==> config.mk <==
export PLATFORM = sky130hd
export DESIGN_NAME = vga_timing_gen_flat
export DESIGN_NICKNAME = d
export VERILOG_FILES = /design/src/rtl/vga_pkg.sv /design/src/rtl/vga_if.sv /design/src/rtl/vga_pattern.sv /design/src/rtl/vga_timing_gen.sv /design/src/flat_wrapper.sv
export SDC_FILE = /design/constraint.sdc
export NUM_CORES = 1
export LEC_CHECK = 0
export CAP_MARGIN = 20
export CORE_AREA = 2 2 64 91
export CTS_CLUSTER_DIAMETER = 120
export CTS_CLUSTER_SIZE = 12
export DETAILED_ROUTE_END_ITERATION = 8
export DIE_AREA = 0 0 66 93
export PLACE_DENSITY = 0.74
export RECOVER_POWER = 25
export REMOVE_ABC_BUFFERS = 1
export SYNTH_ARGS = -nofsm -noshare
export SYNTH_HDL_FRONTEND = slang
export SYNTH_SLANG_ARGS = --single-unit
==> constraint.sdc <==
create_clock -name clk -period 2.4 [get_ports clk]
set_clock_uncertainty 0.2 [all_clocks]
set_input_delay 0.48 -clock clk [delete_from_list [all_inputs] [get_ports clk]]
set_output_delay 0.48 -clock clk [all_outputs]
set_load 0.005 [all_outputs]
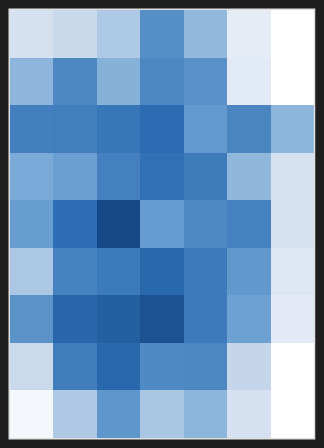
Figure 1: local utilization.
The die is cut into 7 by 9 equal tiles; white is low, dark blue is high, 0 to 100% covered.
nearly empty tiles: 6.3%
fullest tile: 90%
densest ninth of the die: centre
tiles over 75% full: 11%
mean over tiles: 49%
final core utilization: 0.575
floorplan core area: 0.00537 mm^2
initial standard-cell utilization of the core: 0.484

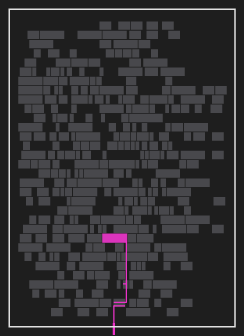
Figure 2: nets reached from selected ports.
legend:
  magenta:
    port: vga_o_hsync
    direction: output
    edge: bottom
    end_cells: 1
    wire: 31.5 um
quantity of I/O buffers inserted on ports: 41
number of I/O pins: 42

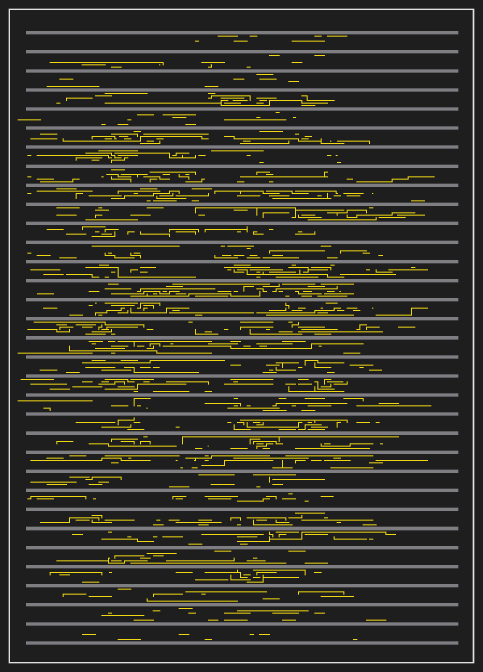
Figure 3: met1 routing.
Supply wires on this layer in grey.
share of all routed wire: 41%
main direction: horizontal
nets with wire on the layer: 284
longest straight run: 30.8 um
wire length on this layer: 2170 um
vias: 2002
drt total wl: 5250 um
met1 track demand over resource in global routing: 0.219

==> run notes <==
Entry: Yosys synthesis followed by OpenROAD place and route.

Logic synthesis:
- Of all flip-flops after synthesis, the portion carrying an async set or reset was 0.
- Summing all multiplexer cells gives an area fraction of 0.0809.
- The run puts the post-synth design cell area at 0.00260 mm^2.
- The run puts the fraction of the mapped netlist area in adder cells at 0.0270.
- The run puts the share of Yosys cell area claimed by the top area cell type at 0.408.
- After synthesis, the netlist uses 52 different library cells.
- The run gives the area share of and/or/nand/nor cells after synthesis as 0.262.
- The run puts the fraction of the yosys area taken by sequential cells at 0.408.
- After synthesis, the largest family of logic cells by area is simple AND/OR/NAND/NOR gates.
- The run puts the complex-gate fraction of the synthesized area at 0.101.
- For this run, the leading register cell type out of synthesis is dfxtp_1.
- Counting flops and latches in the post-synthesis netlist gives around 53.
- The area recorded from the Yosys report for this design is 0.00260 mm^2.
- The main area contributors are dfxtp_1, mux2i_1, nor2b_1, xor2_1, nand2_1.
- The run puts the synthesized instance count at between 200 and 300.
- Yosys mapped a number of flops with a built-in enable equal to 0.
- dfxtp_1 takes more of the synthesized area than any other cell.
- The run puts the tally of yosys warning messages at 0.
- The average instance in the mapped netlist occupies between 9 and 10 um^2.

Placed design:
- The run gives the total half-perimeter wirelength after legalization and detailed placement as just under 4000 um.
- The run puts the post-place setup slack at 0.377 ns.
- Routability-driven placement finished with a final weighted congestion of slightly below 0.9.

Route:
- Per the detail_route report, vias per standard cell equal around 5.3.
- The run gives the starting DRC count in detailed routing as 43.
- The run puts the remaining antenna violation count after routing at 0.
- The run puts the number of detailed-routing iterations run before antenna repair at 4.
- In the routed design, unresolved DRC markers number 0.
- After detailed routing, the average wire length per cell comes to between 10 and 15 um.

STA:
- The final timing report gives a worst setup slack of around 0.36 ns.
- Setup repair after global routing left no endpoint under its margin.
- Post-route period utilization is reported as 0.849.
- The run puts the final critical path time including I/O delays and setup at 2.04 ns.
- The run gives the total of endpoints with negative setup slack in the final report as 0.
- Hold-check failures listed in the final report amount to 0.
- The run puts the count of final max-slew check failures at 0.
- The run gives the timing-limited maximum frequency as 0.491 GHz.
- The run gives the headroom to the max-slew limit as 0.598.
- For the final routed database, the setup TNS stands at 0 ns.
- For the pin with the worst max-slew slack, the measured transition is around 0.60 ns.

Power and ir drop:
- Summed over all cells, the static leakage comes to 0.00113 uW.
- In this run the power density over the cells is around 480 mW/mm^2.
- Across the VDD grid, the largest voltage drop is 0.000422 V.

Flow run:
- The run puts the count of max-cap constraint violations at 0.
- The run gives the tally of OpenROAD warnings as 27.

Worst setup path:
- The run gives the count of cells along the worst register-to-register path as 5.
- On the critical path the data arrives at 2.04 ns.
- The worst setup path is captured at a flip-flop.
- Per the STA report, the cell with the highest stage delay on the worst path is dfxtp_1.
- The STA report counts the stages on the worst setup path as 5.
- STA puts the critical path data required time at 2.40 ns.
- The longest incremental delay of any stage on the critical path is reported as ~0.54 ns.
- Max fanout on the critical path was recorded as 16.
- Listed in order, past its start point the critical path passes or3b_1 -> nor4_4 -> buf_4 -> nand2b_1 -> nor2_1.
- The worst setup path is launched from a flip-flop.
- In this run the register-to-register setup slack is 0.36 ns.
- The run gives the kind of critical path as flip-flop to flip-flop.
- The run gives the cell class contributing the biggest share of worst-path delay as simple AND/OR/NAND/NOR gates.

Layout:
- The run gives the number of fill cells in the layout as 508.
- The run puts the area added between synthesis and finish at 18.8%.
- The run puts the share of cells above drive strength 1 at 0.0839.
- According to the finish report, the design has a final net count of 318.
- 0 antenna diodes ended up in the layout.
- By instance count after routing, the leading logic cell type is dfxtp_1.
- The most common logic cells in the final layout are dfxtp_1, clkdlybuf4s50_1, nand2_1, nor2b_1, mux2i_1.

Global routing:
- The run gives the total routing usage reported by global routing as 0.187.
- The first global-routing pass estimated 8870 um of wire.
- The run gives the via count of the first global-routing pass as 1923.
- The run puts the largest net degree at the start of global routing at 20.
- The run puts the sum of overflow across all layers after global routing at 0.
- The run puts the initial antenna violation count at 0.

Clock tree:
- After clock tree synthesis, the flow added hold-fix buffers numbering 0.
- The clock tree synthesis step divided the H-tree into 2 levels.
- On the worst setup and hold paths after CTS, the clock-pin slew comes to roughly 0.09 ns.
- The tree is rooted in a clkbuf_8.
- TritonCTS built the clock tree.
- The run puts the cell resize tally after clock tree synthesis at 0.
- Clock tree synthesis inserted a total of 5 buffers.
- The run puts the count of clock tree sinks at 53.
- The run puts the buffers inserted during post-CTS setup optimization at 0.
- The run gives the latest clock arrival within the worst-skew pair as a little over 0.3 ns.
- Looking at the clock tree report, the maximum root-to-sink buffer count equals 2.

Floorplan:
- The run puts the width of the chip at 66 um.
- The run puts the total die size at 0.00614 mm^2.
- The floorplan has 32 rows.
- The run puts the overall die height at just over 90 um.

Worst hold path:
- The report gives the cell count of the worst hold path as 2.
- The run gives the class of the worst hold path as flip-flop to flip-flop.

Status:
- The flow ran to the end, and the final reports show no timing, DRC or antenna violations.
[synthesized netlist by cell type (2+ instances only)]
library cell	number
a211oi_1	2
a21boi_0	5
a21oi_1	6
and2_1	3
and3_1	6
buf_2	7
buf_4	6
buf_6	2
clkbuf_1	9
dfxtp_1	53
ha_1	4
inv_1	7
maj3_1	2
mux2i_1	21
nand2_1	23
nand2b_1	5
nand3_1	6
nand3b_1	2
nand4_1	8
nor2_1	18
nor2b_1	23
nor3_1	2
nor4_1	4
o21a_1	2
o21ai_0	8
or3_1	2
xnor2_1	7
xor2_1	10
[metal layers]
layer  wire length (um)  share of wire  global-route usage
met2               2760           0.53               0.322
met5                  0              0                   0
met1               2170           0.41               0.219
met3                159          0.030              0.0373
met4                157          0.030              0.0901
[logic make-up after synthesis]
logic type,after synthesis
buffers and inverters,32
muxes,21
adders and majority gates,6
and+or+nand+nor,115
xor gates and xnor gates,17
DFF,53
AOI/OAI and AO/OA,33
[cell type report]
cell class              instances  area [um^2]  share of cell area
multi-input cells             192         1370               0.444
flip-flops and latches         53         1060               0.344
repair buffers                 50          462               0.150
well taps                      68         85.1              0.0276
clock buffers                   6         72.6              0.0235
inverters                       7         26.3             0.00851
clock inverters                 2         10.0             0.00324
[where the power goes]
| group | internal [uW] | switching, uW | total (uW) |
|---|---|---|---|
| registers | 888 | 5.04 | 893 |
| logic | 46.5 | 47.0 | 93.5 |
| clock network | 203 | 289 | 492 |
[metrics by stage]
step	util	hold slack, ns	instance area [um^2]	instances	total power, uW
final	0.575	0.279	3090	378	1480
after CTS	0.577	0.285	3100	378	1500
after global placement	0.562	0.267	3020	370	1010
after floorplan	-	0.266	2460	252	953
after detailed placement	0.562	0.259	3020	370	1010
after global routing	0.575	0.312	3090	378	1550
Power figures rest on the tool's default switching activity, not on a simulated workload.
